Fig. 1: M2 wires
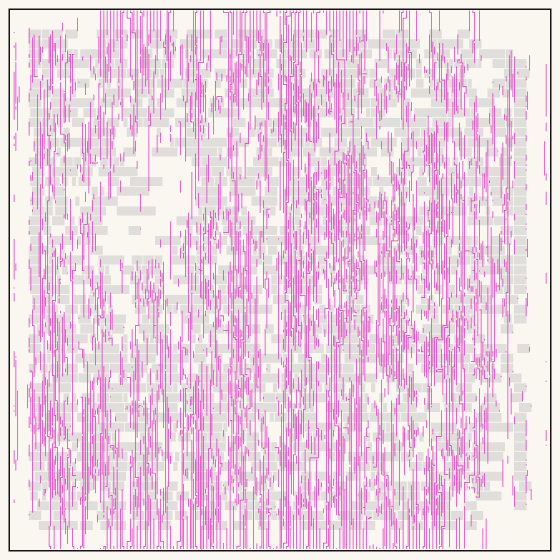
Fig. 2: met1 routing
The bar under the picture is 50 um long. Supply wires on this layer in grey.
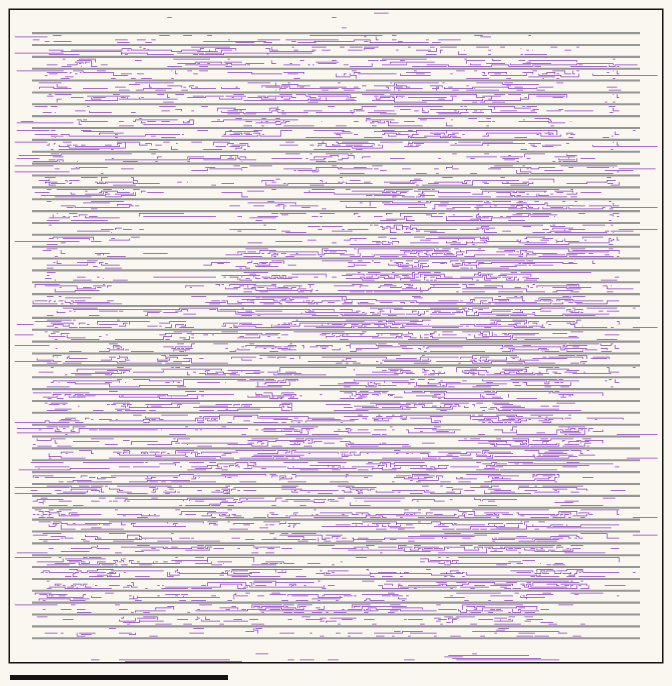
Fig. 3: M4 wires
The bar under the picture is 50 um long. Supply wires on this layer in grey.
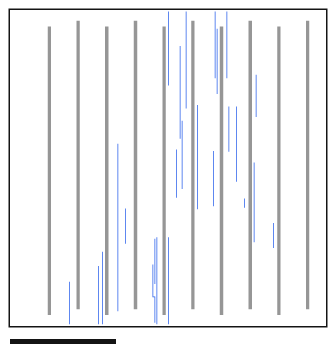
Fig. 4: routing congestion
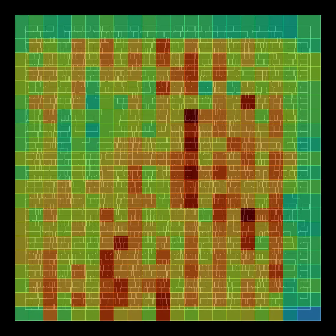
Fig. 5: metal 3
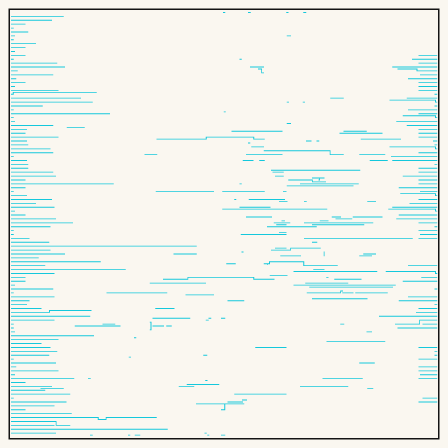
`src/rtl/cpu_pkg.sv`:
```
// rtl/cpu_pkg.sv - opcode, condition, field and state definitions shared by the CPU sequencer
package cpu_pkg;

    localparam logic [3:0] OP_ALU_MAX = 4'h9;
    localparam logic [3:0] OP_MOV     = 4'hA;
    localparam logic [3:0] OP_LDR     = 4'hB;
    localparam logic [3:0] OP_STR     = 4'hC;
    localparam logic [3:0] OP_B       = 4'hD;
    localparam logic [3:0] OP_NOP     = 4'hE;
    localparam logic [3:0] OP_HLT     = 4'hF;

    localparam logic [3:0] COND_EQ = 4'h0;
    localparam logic [3:0] COND_NE = 4'h1;
    localparam logic [3:0] COND_CS = 4'h2;
    localparam logic [3:0] COND_CC = 4'h3;
    localparam logic [3:0] COND_MI = 4'h4;
    localparam logic [3:0] COND_PL = 4'h5;
    localparam logic [3:0] COND_VS = 4'h6;
    localparam logic [3:0] COND_VC = 4'h7;
    localparam logic [3:0] COND_HI = 4'h8;
    localparam logic [3:0] COND_LS = 4'h9;
    localparam logic [3:0] COND_GE = 4'hA;
    localparam logic [3:0] COND_LT = 4'hB;
    localparam logic [3:0] COND_GT = 4'hC;
    localparam logic [3:0] COND_LE = 4'hD;
    localparam logic [3:0] COND_AL = 4'hE;
    localparam logic [3:0] COND_NV = 4'hF;

    // Instruction field positions (least significant bit of each field)
    localparam int COND_LSB   = 28;
    localparam int OPCODE_LSB = 24;
    localparam int S_BIT      = 23;
    localparam int RD_LSB     = 19;
    localparam int RS2_LSB    = 15;
    localparam int RS1_LSB    = 11;
    localparam int SHAMT_LSB  = 6;
    localparam int IMM_LSB    = 3;

    localparam int FLAG_N = 3;
    localparam int FLAG_Z = 2;
    localparam int FLAG_C = 1;
    localparam int FLAG_V = 0;

    typedef enum logic [2:0] {
        ST_FETCH,
        ST_DECODE,
        ST_EXEC,
        ST_MEM,
        ST_WB,
        ST_HALT
    } state_t;

endpackage

```
`src/rtl/cpu_cond_eval.sv`:
```
// rtl/cpu_cond_eval.sv - ARM-style condition code evaluation against the {N,Z,C,V} flags
module cpu_cond_eval
    import cpu_pkg::*;
(
    input  logic [3:0] cond,
    input  logic [3:0] flags,
    output logic       pass
);

    logic n, z, c, v;

    assign n = flags[FLAG_N];
    assign z = flags[FLAG_Z];
    assign c = flags[FLAG_C];
    assign v = flags[FLAG_V];

    always_comb begin
        pass = 1'b0;
        case (cond)
            COND_EQ: pass = z;
            COND_NE: pass = ~z;
            COND_CS: pass = c;
            COND_CC: pass = ~c;
            COND_MI: pass = n;
            COND_PL: pass = ~n;
            COND_VS: pass = v;
            COND_VC: pass = ~v;
            COND_HI: pass = c & ~z;
            COND_LS: pass = ~c | z;
            COND_GE: pass = (n == v);
            COND_LT: pass = (n != v);
            COND_GT: pass = ~z & (n == v);
            COND_LE: pass = z | (n != v);
            COND_AL: pass = 1'b1;
            COND_NV: pass = 1'b0;
            default: pass = 1'b0;
        endcase
    end

endmodule

```
`src/rtl/cpu_sequencer.sv`:
```
// rtl/cpu_sequencer.sv - fetch/decode/execute controller driving memory, register bank and ALU
module cpu_sequencer
    import cpu_pkg::*;
#(
    parameter int                DATA_W   = 32,
    parameter int                ADDR_W   = 16,
    parameter logic [ADDR_W-1:0] RESET_PC = '0
) (
    input  logic              Clk,
    input  logic              Reset,
    output logic              mem_req,
    output logic              mem_we,
    output logic [ADDR_W-1:0] mem_addr,
    output logic [DATA_W-1:0] mem_wdata,
    input  logic              mem_ack,
    input  logic [DATA_W-1:0] mem_rdata,
    output logic [3:0]        rf_raddr1,
    output logic [3:0]        rf_raddr2,
    input  logic [DATA_W-1:0] rf_rdata1,
    input  logic [DATA_W-1:0] rf_rdata2,
    output logic              rf_we,
    output logic [3:0]        rf_waddr,
    output logic [DATA_W-1:0] rf_wdata,
    output logic [3:0]        alu_op,
    output logic [DATA_W-1:0] alu_a,
    output logic [DATA_W-1:0] alu_b,
    output logic [4:0]        alu_shamt,
    output logic [15:0]       alu_imm,
    input  logic [DATA_W-1:0] alu_result,
    input  logic [3:0]        alu_flags,
    output logic [ADDR_W-1:0] pc,
    output logic [3:0]        flags,
    output logic              halted,
    output logic [31:0]       retired
);

    state_t              state;
    logic [31:IMM_LSB]   instr;
    logic [DATA_W-1:0]   load_data;
    logic                cond_pass;
    logic [3:0]          opcode;
    logic [15:0]         imm16;
    logic                is_alu;
    logic                exec_write;
    logic [ADDR_W-1:0]   pc_inc;
    logic [ADDR_W-1:0]   br_target;

    assign opcode     = instr[OPCODE_LSB +: 4];
    assign imm16      = instr[IMM_LSB +: 16];
    assign is_alu     = (opcode <= OP_ALU_MAX);
    assign exec_write = (state == ST_EXEC) && (is_alu || opcode == OP_MOV);
    assign pc_inc     = pc + ADDR_W'(1);
    // pc already points past the branch, so the offset is relative to the next word
    assign br_target  = pc + ADDR_W'(signed'(imm16));

    cpu_cond_eval u_cond_eval (
        .cond  (instr[COND_LSB +: 4]),
        .flags (flags),
        .pass  (cond_pass)
    );

    assign rf_raddr1 = instr[RS1_LSB +: 4];
    assign rf_raddr2 = instr[RS2_LSB +: 4];
    assign rf_waddr  = instr[RD_LSB +: 4];
    assign rf_we     = !Reset && (exec_write || state == ST_WB);
    assign alu_op    = opcode;
    assign alu_shamt = instr[SHAMT_LSB +: 5];
    assign alu_imm   = imm16;
    assign alu_a     = (state == ST_EXEC && is_alu) ? rf_rdata1 : '0;
    assign alu_b     = (state == ST_EXEC && is_alu) ? rf_rdata2 : '0;

    always_comb begin
        rf_wdata = '0;
        if (state == ST_WB)
            rf_wdata = load_data;
        else if (exec_write)
            rf_wdata = (opcode == OP_MOV) ? {{(DATA_W-16){1'b0}}, imm16} : alu_result;
    end

    always_ff @(posedge Clk) begin
        if (Reset) begin
            state     <= ST_FETCH;
            pc        <= RESET_PC;
            instr     <= '0;
            load_data <= '0;
            flags     <= '0;
            retired   <= '0;
            halted    <= 1'b0;
            mem_req   <= 1'b0;
            mem_we    <= 1'b0;
            mem_addr  <= '0;
            mem_wdata <= '0;
        end else begin
            case (state)
                ST_FETCH: begin
                    if (mem_req && mem_ack) begin
                        instr   <= mem_rdata[31:IMM_LSB];
                        pc      <= pc_inc;
                        mem_req <= 1'b0;
                        state   <= ST_DECODE;
                    end else if (!mem_req) begin
                        // Only reached straight out of reset; later fetches are armed on entry
                        mem_req  <= 1'b1;
                        mem_we   <= 1'b0;
                        mem_addr <= pc;
                    end
                end
                ST_DECODE: begin
                    if (!cond_pass) begin
                        mem_req  <= 1'b1;
                        mem_we   <= 1'b0;
                        mem_addr <= pc;
                        state    <= ST_FETCH;
                    end else if (opcode == OP_LDR || opcode == OP_STR) begin
                        mem_req   <= 1'b1;
                        mem_we    <= (opcode == OP_STR);
                        mem_addr  <= rf_rdata1[ADDR_W-1:0];
                        mem_wdata <= rf_rdata2;
                        state     <= ST_MEM;
                    end else begin
                        state <= ST_EXEC;
                    end
                end
                ST_EXEC: begin
                    retired <= retired + 32'd1;
                    if (is_alu && instr[S_BIT])
                        flags <= alu_flags;
                    if (opcode == OP_HLT) begin
                        halted <= 1'b1;
                        state  <= ST_HALT;
                    end else begin
                        mem_req  <= 1'b1;
                        mem_we   <= 1'b0;
                        mem_addr <= (opcode == OP_B) ? br_target : pc;
                        if (opcode == OP_B)
                            pc <= br_target;
                        state <= ST_FETCH;
                    end
                end
                ST_MEM: begin
                    if (mem_req && mem_ack) begin
                        if (mem_we) begin
                            retired  <= retired + 32'd1;
                            mem_we   <= 1'b0;
                            mem_addr <= pc;
                            state    <= ST_FETCH;
                        end else begin
                            load_data <= mem_rdata;
                            mem_req   <= 1'b0;
                            state     <= ST_WB;
                        end
                    end
                end
                ST_WB: begin
                    retired  <= retired + 32'd1;
                    mem_req  <= 1'b1;
                    mem_we   <= 1'b0;
                    mem_addr <= pc;
                    state    <= ST_FETCH;
                end
                ST_HALT: begin
                    halted <= 1'b1;
                end
                default: state <= ST_FETCH;
            endcase
        end
    end

endmodule

```
`config.mk`:
```
export PLATFORM = sky130hd
export DESIGN_NAME = cpu_sequencer
export DESIGN_NICKNAME = d
export VERILOG_FILES = /design/src/rtl/cpu_pkg.sv /design/src/rtl/cpu_cond_eval.sv /design/src/rtl/cpu_sequencer.sv
export SDC_FILE = /design/constraint.sdc
export NUM_CORES = 1
export LEC_CHECK = 0
export CAP_MARGIN = 10
export CORE_MARGIN = 5
export CORE_UTILIZATION = 48
export DETAILED_ROUTE_END_ITERATION = 12
export HOLD_SLACK_MARGIN = 0.02
export PLACE_DENSITY_LB_ADDON = 0.12
export SYNTH_ARGS = -nofsm -noshare
export SYNTH_HDL_FRONTEND = slang
export SYNTH_HIERARCHICAL = 1
export SYNTH_SLANG_ARGS = --single-unit
export TNS_END_PERCENT = 1
```
`constraint.sdc`:
```
create_clock -name Clk -period 4.55 [get_ports Clk]
set_input_delay 0.91 -clock Clk [delete_from_list [all_inputs] [get_ports Clk]]
set_output_delay 0.91 -clock Clk [all_outputs]
set_load 0.005 [all_outputs]
```
==> impl_metrics.env <==
# implementation run metrics
export IMPL_overflow=0
export IMPL_setup_tns_ns=0
export IMPL_hold_viol=0
export IMPL_cp_buffers_inverters=1
export IMPL_largest_area_cell="dfxtp_1"
export IMPL_dieWidth_um=149
export IMPL_p_switching_mw=0.896
export IMPL_first_iter_violations=661
export IMPL_rsz0062_at_grt="no"
export IMPL_cp_max_fo=20
export IMPL_dpl_cell_area_sq_um=12900
export IMPL_sw_frac_of_total_pct=25.5
export IMPL_finalSetupViolCount=0
export IMPL_drc_errors=0
export IMPL_synthTopCellsByCount="nand2_1, dfxtp_1, a21oi_1"
export IMPL_clk_latency_ns=0.43
export IMPL_dp_hpwl_um=23300
export IMPL_p_leak_nw=4.87
export IMPL_warnings=26
export IMPL_dp_cells=1777
export IMPL_crit_arrival_ns=3.10
export IMPL_cap_violations=0
export IMPL_grt_antenna_before_repair=0
export IMPL_worstMarginPinSlew_ns=0.983
export IMPL_p_per_area_nw_per_um2=261
export IMPL_synth_area_per_cell_sq_um=7.46
export IMPL_dr_pass1_iters=5
export IMPL_status="complete, no violations"
export IMPL_async_reset_ff_share_pct=0
export IMPL_gp_congestion=0.919
export IMPL_worst_path_max_delay_cell="dfxtp_1"
export IMPL_grt_pass1_vias=9400
Back to the opening pictures, Fig. 1:
The layer holds 49% of the routed length. The layer carries 15,600 um of wire.
DR vias: 10,087
global-route met2 utilization: 47.7%
Post-Route WL: 32,100 um

Back to the opening pictures, Fig. 2:
The layer carries 12,600 um of wire. 1,510 nets have wire on it. The longest straight run is 41.9 um.
GR Layer Usage met1: 32.8%

Back to the opening pictures, Fig. 3:
The layer carries 782 um of wire. The layer holds 2.4% of the routed length. The wires run mostly vertical. 22 nets have wire on it. The longest straight run is 78.9 um.

Back to the opening pictures, Fig. 4:
wire per inst: 17.7 um
Final Util: 69.7%
met3 usage: 8.69%
busiest grt layer: met2
gr usage total: 27.5%

Back to the opening pictures, Fig. 5:
The layer holds 9.4% of the routed length. The layer carries 3,010 um of wire. 262 nets have wire on it. The longest straight run is 64.6 um. The wires run mostly horizontal.

state kept, by name, summed over array words and instances, names as in the netlist, 3 cells and up:
| signal | cells |
|---|---|
| mem_addr | 16 |
| flags | 4 |
| load_data | 32 |
| retired | 32 |
| pc | 16 |
| instr | 29 |
| state | 3 |
| mem_wdata | 32 |
logic make-up (layout without fill, tap and decap cells):
| logic type | after synthesis | count (layout) | share of synthesized area [%] |
|---|---|---|---|
| xor+xnor | 32 | 32 | 3.00 |
| fa+ha+maj | 18 | 18 | 2.49 |
| mux | 7 | 7 | 0.777 |
| buf+inv | 139 | 432 | 7.57 |
| compound gates | 339 | 339 | 22.0 |
| flops | 167 | 167 | 35.8 |
| simple gates | 549 | 549 | 28.3 |
power groups by stage:
stage | Sequential (mW) | Combinational (mW) | Clock [mW]
2_1_floorplan | 1.55 | 0.216 | 0
3_3_place_gp | 1.57 | 0.442 | 0
3_5_place_dp | 1.57 | 0.446 | 0
4_1_cts | 1.54 | 0.448 | 1.55
5_1_grt | 1.55 | 0.484 | 1.61
6_report | 1.54 | 0.448 | 1.53
placed cells by master (no fill, tap or decap), drive strengths merged, types with 4 or more instances in the layout:
cell type	count
clkinv	6
and2	10
ha	17
a2111oi	4
a31oi	11
xnor2	18
and3	72
clkdlybuf4s50	370
a21oi	166
a22oi	11
clkbuf	18
a22o	18
and4	8
inv	17
xor2	14
nand2b	5
mux2i	5
nor2	80
o21ai	68
or3	13
nand3	31
a311oi	14
a21o	4
buf	17
o21a	5
nor2b	7
nand4	11
nand2	264
a221oi	4
nand3b	6
nor4	4
a211oi	8
o211ai	6
nor3	24
dfxtp	167
cell type report:
type | count | area (sq um)
Clock buffer | 18 | 429
Tap cell | 265 | 332
Inverter | 13 | 48.8
Fill cell | 1601 | 5850
Sequential cell | 167 | 3340
Clock inverter | 14 | 189
Timing Repair Buffer | 387 | 3830
Multi-Input combinational cell | 945 | 5310
routing by layer:
layer	global-route usage [%]	up-vias	part of all wire, %
li1	-	4941	-
met1	32.8	4689	39
met2	47.7	402	49
met3	8.69	55	9.4
met4	8.01	0	2.4
met5	0	-	0
worst reg2reg max path, stage by stage, from the launching register on:
cell and delay (ns):
dfxtp_1 0.40, xor2_1 0.26, xor2_1 0.11, a2111oi_1 0.42, a311oi_1 0.08, o22ai_1 0.20, nand2_1 0.13, nor3_4 0.69
nor2_1 0.35, a221o_1 0.37, o21ai_1 0.17, a21oi_1 0.08
final timing paths:
| kind | start | to | slack, ns | depth (start not counted) |
|---|---|---|---|---|
| max | state[1] | rf_we | 0.54 | 5 |
| min | mem_wdata[15] | mem_wdata[15] | 0.45 | 2 |
| max reg2reg | flags[3] | mem_addr[7] | 1.13 | 11 |
| min reg2reg | mem_wdata[15] | mem_wdata[15] | 0.45 | 2 |
per-stage QoR:
stage / power (mW) / worst slack [ns]
floorplan: 1.77 / 1.80
global placement: 2.01 / 1.03
detailed placement: 2.02 / 1.00
CTS: 3.53 / 0.548
global route: 3.64 / 0.417
finish: 3.52 / 0.543
Power and IR drop assume default switching activity.
